### Drive-strength map, run 1

(4 px per um)
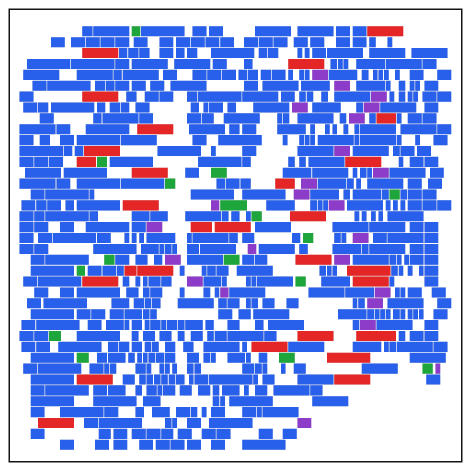
### I/O nets highlighted, run 1

(2 px per um)
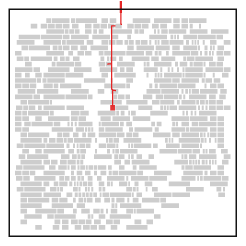
### Signal wires by layer, run 1

(4 px per um) Two of the layers only.
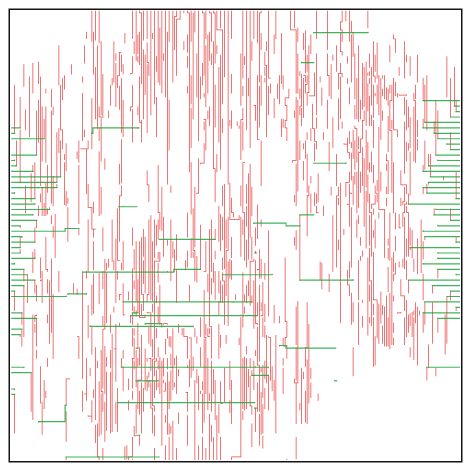
File: config.mk
export PLATFORM = sky130hd
export DESIGN_NAME = delay_tap_arbiter
export DESIGN_NICKNAME = d
export VERILOG_FILES = /design/src/rtl/fx_pkg.sv /design/src/rtl/circ_ptr.sv /design/src/rtl/delay_tap_arbiter.sv
export SDC_FILE = /design/constraint.sdc
export NUM_CORES = 1
export LEC_CHECK = 0
export CAP_MARGIN = 30
export CORE_MARGIN = 2
export CORE_UTILIZATION = 47
export DETAILED_ROUTE_END_ITERATION = 8
export PLACE_DENSITY = 0.86
export SLEW_MARGIN = 20
export SYNTH_ARGS = -nofsm -noshare
export SYNTH_HDL_FRONTEND = slang
export SYNTH_SLANG_ARGS = --single-unit
File: constraint.sdc
create_clock -name clk -period 5.89 [get_ports clk]
set_clock_uncertainty 0.1 [all_clocks]
set_input_delay 1.178 -clock clk [delete_from_list [all_inputs] [get_ports clk]]
set_output_delay 1.178 -clock clk [all_outputs]
set_load 0.01 [all_outputs]
File: src/rtl/fx_pkg.sv
// Shared definitions for the delay-line effects: sequencer states, capture
// targets and effect-enable bit positions.
package fx_pkg;

   localparam int ADDR_W_DEF = 14;
   localparam int DATA_W_DEF = 16;

   localparam int EN_CHOR = 0;
   localparam int EN_REV  = 1;

   typedef enum logic [2:0] {
      ST_IDLE    = 3'd0,
      ST_RD_CHOR = 3'd1,
      ST_RD_REV  = 3'd2,
      ST_WR      = 3'd3,
      ST_DONE    = 3'd4
   } state_t;

   typedef enum logic [1:0] {
      CAP_NONE = 2'd0,
      CAP_CHOR = 2'd1,
      CAP_REV  = 2'd2
   } cap_t;

endpackage

File: src/rtl/circ_ptr.sv
// Circular write pointer for a power-of-two delay line, with a combinational
// tap address (wp - delay) that wraps naturally.
module circ_ptr
   import fx_pkg::*;
#(
   parameter int ADDR_W = ADDR_W_DEF
) (
   input  logic              clk,
   input  logic              reset,
   input  logic              adv,
   input  logic [ADDR_W-1:0] dly,
   output logic [ADDR_W-1:0] wp,
   output logic [ADDR_W-1:0] tap_addr
);

   always_ff @(posedge clk or posedge reset) begin
      if (reset)
         wp <= '0;
      else if (adv)
         wp <= wp + ADDR_W'(1);
   end

   assign tap_addr = wp - dly;

endmodule

File: src/rtl/delay_tap_arbiter.sv
// Sequences the shared single-port delay RAM: up to two tap reads (chorus,
// reverb), then the write of the new sample, then one output strobe.
module delay_tap_arbiter
   import fx_pkg::*;
#(
   parameter int ADDR_W = ADDR_W_DEF,
   parameter int DATA_W = DATA_W_DEF
) (
   input  logic              clk,
   input  logic              reset,
   input  logic              sample_valid,
   input  logic [DATA_W-1:0] sample_in,
   input  logic [ADDR_W-1:0] chorus_dly,
   input  logic [ADDR_W-1:0] reverb_dly,
   input  logic [1:0]        effect_en,
   input  logic              ovr_clr,
   output logic [ADDR_W-1:0] mem_addr,
   output logic [DATA_W-1:0] mem_wdata,
   output logic              mem_we,
   input  logic [DATA_W-1:0] mem_rdata,
   output logic [DATA_W-1:0] main_out,
   output logic [DATA_W-1:0] chorus_out,
   output logic [DATA_W-1:0] reverb_out,
   output logic              out_valid,
   output logic              busy,
   output logic              overrun
);

   state_t            state, state_nx;
   cap_t              cap_p1;
   logic [DATA_W-1:0] smp_p0, chor_p1;
   logic [ADDR_W-1:0] chor_dly_p0, rev_dly_p0;
   logic [1:0]        en_p0;
   logic [ADDR_W-1:0] wp, tap_addr, tap_dly;
   logic              accept;

   function automatic state_t first_state(input logic [1:0] en);
      if (en[EN_CHOR])
         return ST_RD_CHOR;
      else if (en[EN_REV])
         return ST_RD_REV;
      else
         return ST_WR;
   endfunction

   assign busy      = (state != ST_IDLE) && (state != ST_DONE);
   assign accept    = sample_valid && !busy;
   assign out_valid = (state == ST_DONE);
   assign tap_dly   = (state == ST_RD_REV) ? rev_dly_p0 : chor_dly_p0;

   circ_ptr #(.ADDR_W(ADDR_W)) u_ptr (
      .clk      (clk),
      .reset    (reset),
      .adv      (state == ST_DONE),
      .dly      (tap_dly),
      .wp       (wp),
      .tap_addr (tap_addr)
   );

   always_comb begin
      state_nx  = state;
      mem_addr  = wp;
      mem_we    = 1'b0;
      mem_wdata = '0;
      unique case (state)
         ST_IDLE:    if (accept) state_nx = first_state(effect_en);
         ST_RD_CHOR: begin
            mem_addr = tap_addr;
            state_nx = en_p0[EN_REV] ? ST_RD_REV : ST_WR;
         end
         ST_RD_REV: begin
            mem_addr = tap_addr;
            state_nx = ST_WR;
         end
         ST_WR: begin
            mem_we    = 1'b1;
            mem_wdata = smp_p0;
            state_nx  = ST_DONE;
         end
         ST_DONE:    state_nx = accept ? first_state(effect_en) : ST_IDLE;
         default:    state_nx = ST_IDLE;
      endcase
   end

   // Stage p0: request latched at acceptance; p1: read data one cycle after its address
   always_ff @(posedge clk or posedge reset) begin
      if (reset) begin
         state      <= ST_IDLE;
         cap_p1     <= CAP_NONE;
         overrun    <= 1'b0;
         main_out   <= '0;
         chorus_out <= '0;
         reverb_out <= '0;
      end else begin
         state <= state_nx;
         if (state == ST_RD_CHOR)
            cap_p1 <= CAP_CHOR;
         else if (state == ST_RD_REV)
            cap_p1 <= CAP_REV;
         else
            cap_p1 <= CAP_NONE;
         if (sample_valid && busy)
            overrun <= 1'b1;
         else if (ovr_clr)
            overrun <= 1'b0;
         // Chorus data is either arriving now (no reverb read) or was parked in chor_p1
         if (state == ST_WR) begin
            main_out   <= smp_p0;
            chorus_out <= !en_p0[EN_CHOR] ? '0 :
                          (cap_p1 == CAP_CHOR) ? mem_rdata : chor_p1;
            reverb_out <= (cap_p1 == CAP_REV) ? mem_rdata : '0;
         end
      end
   end

   always_ff @(posedge clk) begin
      if (accept) begin
         smp_p0      <= sample_in;
         chor_dly_p0 <= chorus_dly;
         rev_dly_p0  <= reverb_dly;
         en_p0       <= effect_en;
      end
      if (cap_p1 == CAP_CHOR)
         chor_p1 <= mem_rdata;
   end

endmodule

==> run_summary.xml, run 1 <==
<?xml version="1.0" encoding="UTF-8"?>
<metrics>
  <group name="worst_setup_path">
    <metric name="cp_num_buf_inv" unit="">2</metric>
    <metric name="path_cells" unit="">nand2b_1 -&gt; nor2_2 -&gt; mux2_2 -&gt; ha_1 -&gt; inv_1 -&gt; fa_1 -&gt; a21oi_1 -&gt; o21ai_0 -&gt; a21oi_1 -&gt; o21ai_0 -&gt; xnor2_1 -&gt; o21ai_0 -&gt; clkdlybuf4s50_1</metric>
    <metric name="setup_cp_type" unit="">flip-flop to output pin</metric>
    <metric name="startpoint_type" unit="">flip-flop</metric>
    <metric name="cpPeakStageDelay" unit="ps">590</metric>
    <metric name="critPathSlowestCell" unit="">nor2_2</metric>
  </group>
  <group name="grt">
    <metric name="grt_most_used_layer" unit="">met2</metric>
    <metric name="grt_pass1_vias" unit="">4283</metric>
    <metric name="grt_first_pass_wirelength" unit="um">21100</metric>
    <metric name="gr-total-overflow" unit="">0</metric>
    <metric name="grt.met2_usage" unit="%">35.3</metric>
    <metric name="groute.layer.met3.usage" unit="%">5.30</metric>
    <metric name="grt_util_met1" unit="%">26.1</metric>
  </group>
  <group name="placed_design">
    <metric name="placement.setup.worst_slack" unit="ps">803</metric>
    <metric name="dpl_cell_area" unit="um^2">7170</metric>
    <metric name="count_of_placed_standard_cells_including_taps" unit="">750</metric>
  </group>
  <group name="synthesis">
    <metric name="synth_cell_type_count" unit="">52</metric>
    <metric name="synth-adder-area-share" unit="%">3.51</metric>
    <metric name="yosys.area_share.simple" unit="%">15.5</metric>
    <metric name="synth_mux_share" unit="%">6.19</metric>
    <metric name="yosys_most_used_dff" unit="">dfrtp_1</metric>
  </group>
  <group name="die">
    <metric name="placement_rows" unit="">39</metric>
  </group>
  <group name="final_layout">
    <metric name="design.final.nets" unit="">709</metric>
    <metric name="final_util" unit="%">68.6</metric>
    <metric name="n_antenna_cell" unit="">0</metric>
  </group>
  <group name="hold_path">
    <metric name="hold_path.startpoint" unit="">en_p0[1]</metric>
  </group>
  <group name="final_timing">
    <metric name="setup-tns-final" unit="ps">0</metric>
    <metric name="final-hold-violation-count" unit="">0</metric>
    <metric name="slew_headroom" unit="%">51.1</metric>
    <metric name="final.min_clock_period" unit="ps">5520</metric>
  </group>
  <group name="detailed_routing">
    <metric name="wl_met2" unit="um">6670</metric>
    <metric name="dr_wl_met3" unit="um">797</metric>
    <metric name="drc" unit="">0</metric>
    <metric name="vias_per_inst" unit="">5.22</metric>
    <metric name="routed_wl" unit="um">13000</metric>
    <metric name="detail_route.first_pass.iterations" unit="">5</metric>
  </group>
  <group name="outcome">
    <metric name="outcome" unit="">complete, no violations</metric>
  </group>
  <group name="power_and_ir_drop">
    <metric name="power.static_leakage" unit="uW">0.00340</metric>
    <metric name="cellPowerDensity" unit="nW/um^2">549</metric>
  </group>
  <group name="job">
    <metric name="max-cap-violations" unit="">0</metric>
  </group>
</metrics>
Back to the opening pictures, 'Drive-strength map':
- drive 2: purple (cells 24; share 3.7%)
- drive 6 and up: red (cells 28; share 4.4%)
- drive 1 or less: blue (cells 573; share 89%)
- drive 3 to 4: green (cells 16; share 2.5%)
final non-filler cell area: 7870 um^2
Non-CTS buffers: 156

Back to the opening pictures, 'I/O nets highlighted':
- busy: red (direction output; edge north; end cells 1; buffers 1; wire 54.2 um)
Top-Level Pins: 148
number of input and output port buffers inserted: 147

Back to the opening pictures, 'Signal wires by layer':
- met3: green (wire length 798 um)
- met2: red (wire length 6670 um)

run 1: state kept, by name, indices dropped and copies added (netlist names):
signal / count
chor_p1: 16
overrun: 1
rev_dly_p0: 14
chor_dly_p0: 14
reverb_out: 16
main_out: 16
en_p0: 2
cap_p1: 2
chorus_out: 16
state: 3
u_ptr.wp: 14
smp_p0: 16
run 1: cells in the mapped netlist (2+ instances only):
cell      number  area share, %
nand2_1       87            5.9
dfrtp_1       68             31
edfxtp_1      46             25
nand3_1       37            3.3
a21o_1        19            2.6
mux2_2        19            3.8
clkbuf_1      18            1.2
and2_1        17            1.9
dfxtp_1       16            5.8
o21ai_0       15            1.4
ha_1          14            3.2
mux2i_1       13            2.3
xnor2_1       13            2.0
a21oi_1       11           0.99
inv_1         11           0.74
nor2_1        11           0.74
xor2_1        10            1.6
nand4_1        4           0.45
nor2b_1        4           0.45
nor3b_1        3           0.41
o31a_1         3           0.47
a21boi_0       2           0.27
buf_2          2           0.18
nand2b_1       2           0.22
nor3_1         2           0.18
o21a_1         2           0.27
o31ai_1        2           0.27
run 1: power by group:
part | internal [uW] | leakage (uW) | switching, uW
Clock | 736 | 0.000319 | 388
Combinational | 904 | 0.00163 | 870
Sequential | 1250 | 0.00145 | 165
Total | 2890 | 0.00340 | 1420
run 1: logic make-up (layout without fill, tap and decap cells):
group	after synthesis	after routing
and+or+nand+nor	179	179
adders and majority gates	15	15
DFF	130	130
AOI/OAI and AO/OA	63	63
buffers and inverters	34	199
xor gates and xnor gates	23	23
muxes	32	32
run 1: cells in the final DEF (no fill, tap or decap), types with 3 or more instances in the layout:
| master | netlist | final |
|---|---|---|
| inv_1 | 11 | 10 |
| nand4_1 | 4 | 4 |
| xor2_1 | 10 | 10 |
| clkbuf_8 | 0 | 3 |
| xnor2_1 | 13 | 13 |
| edfxtp_1 | 46 | 46 |
| nor2b_1 | 4 | 4 |
| o21ai_0 | 15 | 15 |
| buf_4 | 1 | 7 |
| a21oi_1 | 11 | 11 |
| clkbuf_16 | 0 | 20 |
| a21o_1 | 19 | 19 |
| nand3_1 | 37 | 37 |
| mux2i_1 | 13 | 13 |
| o31a_1 | 3 | 3 |
| and2_1 | 17 | 17 |
| ha_1 | 14 | 14 |
| dfxtp_1 | 16 | 16 |
| clkdlybuf4s50_1 | 0 | 147 |
| mux2_2 | 19 | 19 |
| dfrtp_1 | 68 | 68 |
| nor3b_1 | 3 | 3 |
| nor2_1 | 11 | 10 |
| nand2_1 | 87 | 87 |
run 1: per-stage QoR:
stage                     total power (uW)  hold slack, ps
after CTS                             4330             333
after global routing                  4570             361
after global placement                3090             321
after floorplan                       2360             299
final                                 4320             332
after detailed placement              3180             326
run 1: area by class of cell:
cell class / count / area [um^2]
fill: 826 / 3600
clock buffer: 24 / 546
inverter: 11 / 41.3
clock inverter: 8 / 106
multi-input combinational: 312 / 2020
sequential: 130 / 3400
timing repair buffer: 156 / 1570
tap: 143 / 179
run 1: worst register-to-register path, delay by kind of cell (launching register included):
family                 cells  cell delay (ps)
buffers and inverters      1              450
and+or+nand+nor            2              830
DFF                        1              490
==> inputs of run 2 (changes only) <==
- CAP_MARGIN: 30 -> 10
### Drive-strength map, run 2

(4 px per um)
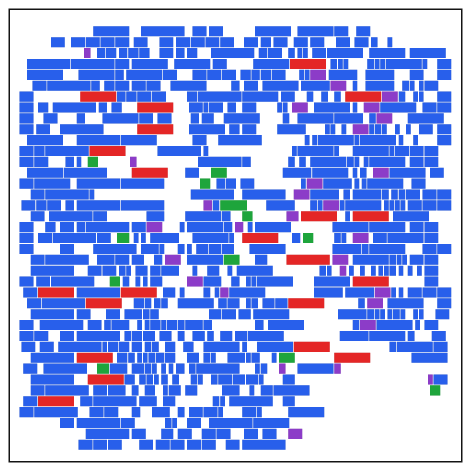
- drive 1 or less: blue (cells 575; share 90%)
- drive 6 and up: red (cells 21; share 3.3%)
- drive 3 to 4: green (cells 12; share 1.9%)
- drive 2: purple (cells 30; share 4.7%)
final non-filler cell area: 7750 um^2
layout overhead on the synthesized area: 39.4%
Non-CTS buffers: 153

### Ports around the boundary, run 2

(4 px per um) Pins as bars across the die edge, other pins in grey.
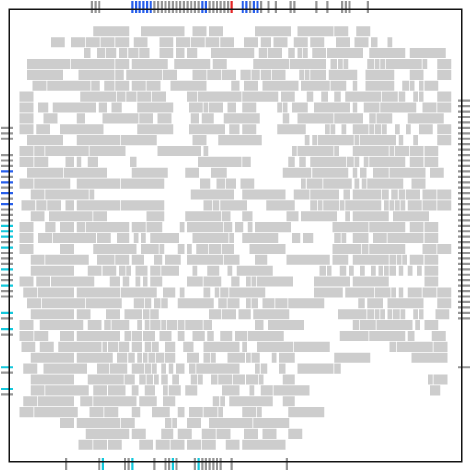
- busy: red (pins 1; direction output; edge north)
- reverb_dly: cyan (pins 14; direction input; edge 10 west, 4 south)
- mem_wdata: blue (pins 16; direction output; edge 12 north, 4 west)
- all pins by edge: 47 north, 42 east, 38 west, 21 south
die outline height: 113 um
Die Wd: 113 um

### Signal wires by layer, run 2

(4 px per um) Two of the layers only.
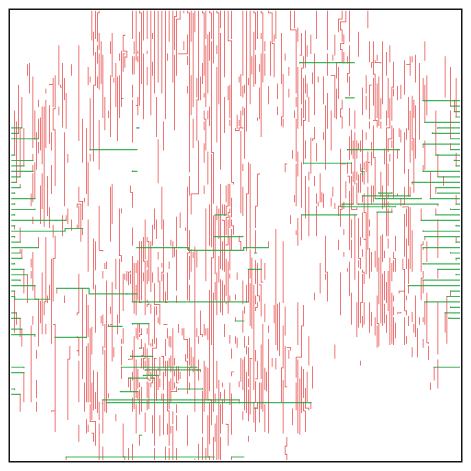
- met2: red (wire length 6430 um)
- met3: green (wire length 787 um)
wire length per cell after detailed routing: 16.2 um
total length of routed wires: 12700 um
vias: 4106

==> run 2 against run 1 <==
Critical path type unchanged; first-iteration DRC count is 14% higher; global-route usage decreased by 0.43 points; critical path depth unchanged; highest routed layer unchanged.
==> run_summary.xml, run 2 <==
<?xml version="1.0" encoding="UTF-8"?>
<metrics>
  <group name="grt">
    <metric name="pin_count_of_the_biggest_net_entering_global_routing" unit="">69</metric>
    <metric name="grtUsageTotal" unit="%">20.7</metric>
    <metric name="grt_pass1_vias" unit="">4216</metric>
    <metric name="grt_first_pass_wirelength" unit="um">20700</metric>
    <metric name="gr-total-overflow" unit="">0</metric>
    <metric name="antenna_found_initial" unit="">0</metric>
  </group>
  <group name="final_timing">
    <metric name="final.min_clock_period" unit="ps">5510</metric>
    <metric name="slew_headroom" unit="%">37.4</metric>
    <metric name="final.period_utilization" unit="%">93.6</metric>
    <metric name="setup-tns-final" unit="ps">0</metric>
    <metric name="final-hold-violation-count" unit="">0</metric>
    <metric name="timing.fmax" unit="GHz">0.181</metric>
    <metric name="slew_viol_final" unit="">0</metric>
    <metric name="holdWs" unit="ps">329</metric>
    <metric name="grt_setup_unrepaired" unit="">false</metric>
    <metric name="worst_slew_pin_slew" unit="ps">939</metric>
  </group>
  <group name="power_and_ir_drop">
    <metric name="ir_worst_vdd" unit="V">0.000395</metric>
    <metric name="cellPowerDensity" unit="nW/um^2">539</metric>
    <metric name="power.static_leakage" unit="uW">0.00335</metric>
    <metric name="power.total" unit="uW">4180</metric>
  </group>
  <group name="worst_setup_path">
    <metric name="setup_cp_type" unit="">flip-flop to output pin</metric>
    <metric name="rr_worst_depth" unit="">6</metric>
    <metric name="launch_point_of_the_worst_path" unit="">state[1]</metric>
    <metric name="critPathMaxFanout" unit="">10</metric>
    <metric name="worst_setup_path_end_kind" unit="">output pin</metric>
    <metric name="critical_path_required" unit="ps">4610</metric>
    <metric name="timing.rr.start" unit="">state[0]</metric>
    <metric name="rrSetupSlack" unit="ps">3680</metric>
    <metric name="cp_data_arrival_time" unit="ps">4240</metric>
    <metric name="worst_r2r_endpoint" unit="">main_out[3]</metric>
    <metric name="startpoint_type" unit="">flip-flop</metric>
    <metric name="timing.critical_path.to" unit="">mem_addr[10]</metric>
  </group>
  <group name="cts">
    <metric name="tritoncts" unit="">done</metric>
    <metric name="insertion_delay" unit="ps">410</metric>
    <metric name="cts.reportedPaths.clkPinSlew" unit="ps">50</metric>
    <metric name="ctsHoldBuffers" unit="">0</metric>
    <metric name="ctsRootBufferMaster" unit="">clkbuf_16</metric>
    <metric name="clock_path_buffers" unit="">2</metric>
    <metric name="cts_htree_levels" unit="">4</metric>
    <metric name="clock_sink_count" unit="">130</metric>
    <metric name="postCtsSetupBuffers" unit="">0</metric>
    <metric name="post_cts.resized_instances" unit="">0</metric>
  </group>
  <group name="synthesis">
    <metric name="synth-edff-count" unit="">46</metric>
    <metric name="synth_cell_type_count" unit="">52</metric>
    <metric name="yosys_most_used_dff" unit="">dfrtp_1</metric>
    <metric name="ys_cells" unit="">476</metric>
    <metric name="syn_nets" unit="">557</metric>
    <metric name="synth.ff_latch_count" unit="">130</metric>
    <metric name="area_leader_share" unit="%">30.6</metric>
    <metric name="syn_area" unit="um^2">5560</metric>
    <metric name="synth_async_sr_flop_share" unit="%">52.3</metric>
    <metric name="synth.top_cells.by_area" unit="">dfrtp_1, edfxtp_1, nand2_1</metric>
    <metric name="syn_area_per_cell" unit="um^2">11.7</metric>
    <metric name="yosys.stat.chipArea" unit="um^2">5560</metric>
    <metric name="most_numerous_cell_in_the_yosys_netlist" unit="">nand2_1</metric>
    <metric name="netlist_instances" unit="">476</metric>
    <metric name="common_cells" unit="">nand2_1, dfrtp_1, edfxtp_1, nand3_1</metric>
    <metric name="synth.yosys.seq_area_share" unit="%">61.2</metric>
    <metric name="largest_area_cell" unit="">dfrtp_1</metric>
  </group>
  <group name="final_layout">
    <metric name="design.final.nets" unit="">706</metric>
    <metric name="layout.cells.most_common_list" unit="">clkdlybuf4s50_1, nand2_1, dfrtp_1</metric>
    <metric name="n_antenna_cell" unit="">0</metric>
    <metric name="layout_top_cell_excl_fill_tap" unit="">clkdlybuf4s50_1</metric>
    <metric name="final_util" unit="%">67.6</metric>
    <metric name="layout-drive-gt1-share" unit="%">9.87</metric>
    <metric name="fill_cells" unit="">848</metric>
  </group>
  <group name="job">
    <metric name="max-cap-violations" unit="">0</metric>
    <metric name="warnings" unit="">26</metric>
  </group>
  <group name="die">
    <metric name="dieArea" unit="um^2">12700</metric>
    <metric name="placement_rows" unit="">39</metric>
    <metric name="io_pins" unit="">148</metric>
    <metric name="coreArea" unit="um^2">11500</metric>
    <metric name="initCoreUtil" unit="%">48.5</metric>
  </group>
  <group name="detailed_routing">
    <metric name="detail_route.first_pass.iterations" unit="">4</metric>
    <metric name="vias_per_inst" unit="">5.26</metric>
    <metric name="drtAntennaViolNets" unit="">0</metric>
    <metric name="drt_first_iter_violations" unit="">254</metric>
    <metric name="drc" unit="">0</metric>
  </group>
  <group name="placed_design">
    <metric name="hpwl" unit="um">9030</metric>
    <metric name="gpl.final_weighted_congestion" unit="">0.884</metric>
    <metric name="port_buffers" unit="">147</metric>
  </group>
  <group name="hold_path">
    <metric name="worst_hold_path_type" unit="">flip-flop to flip-flop</metric>
  </group>
  <group name="outcome">
    <metric name="outcome" unit="">complete, no violations</metric>
  </group>
</metrics>
[run 2: kinds of logic after synthesis]
kind of cell	Yosys count	synth area share (%)
AND/OR/NAND/NOR	179	15.5
flip-flops	130	61.2
AND-OR/OR-AND	63	7.47
buffers and inverters	34	2.54
multiplexers	32	6.19
XOR/XNOR	23	3.62
adder cells (fa/ha/maj)	15	3.51
[run 2: final cells by class]
cell class / count / area (um^2) / area share (%)
Tap cell: 143 / 179 / 2.31
Sequential cell: 130 / 3400 / 43.9
Timing Repair Buffer: 153 / 1520 / 19.6
Clock inverter: 8 / 72.6 / 0.936
Multi-Input combinational cell: 312 / 2030 / 26.1
Clock buffer: 24 / 515 / 6.65
Inverter: 11 / 41.3 / 0.533
[run 2: through the flow]
step           setup WS, ps  instance area, um^2  std cells
2_1_floorplan          1760                 5560        476
3_3_place_gp            942                 7160        749
3_5_place_dp            792                 7160        749
4_1_cts                 363                 7750        781
5_1_grt                 124                 7750        781
6_report                376                 7750        781
[run 2: worst min-delay path by stage]
stage / from / to / cells after the start / slack (ps)
after floorplan: en_p0[1] / state[0] / 1 / 300
after global placement: en_p0[1] / state[0] / 1 / 320
after detailed placement: en_p0[1] / state[0] / 1 / 320
after CTS: en_p0[1] / state[0] / 1 / 330
after global routing: en_p0[1] / state[0] / 1 / 360
final: en_p0[1] / state[0] / 1 / 330
[run 2: worst max-delay path: stages, from the launching register on]
cell	delay [ps]
dfrtp_1	520
nand2b_1	160
nor2_2	590
mux2_2	290
ha_1	150
inv_1	50
fa_1	400
a21oi_1	190
o21ai_0	150
a21oi_1	290
o21ai_0	170
xnor2_1	140
o21ai_0	150
clkdlybuf4s50_1	570
[run 2: report_power, final]
group	switching [uW]	internal [uW]	leakage, uW
logic	855	881	0.00161
registers	163	1250	0.00145
clock network	371	654	0.000293
total	1390	2790	0.00335
[run 2: metal layers]
| layer | wire length (um) | vias to the layer above | global-route usage, % |
|---|---|---|---|
| li1 | - | 1955 | - |
| met1 | 5210 | 1973 | 26.5 |
| met2 | 6430 | 159 | 34.0 |
| met3 | 786 | 19 | 4.87 |
| met4 | 245 | 0 | 9.19 |
| met5 | 0 | - | 0 |
Power and IR drop assume default switching activity.
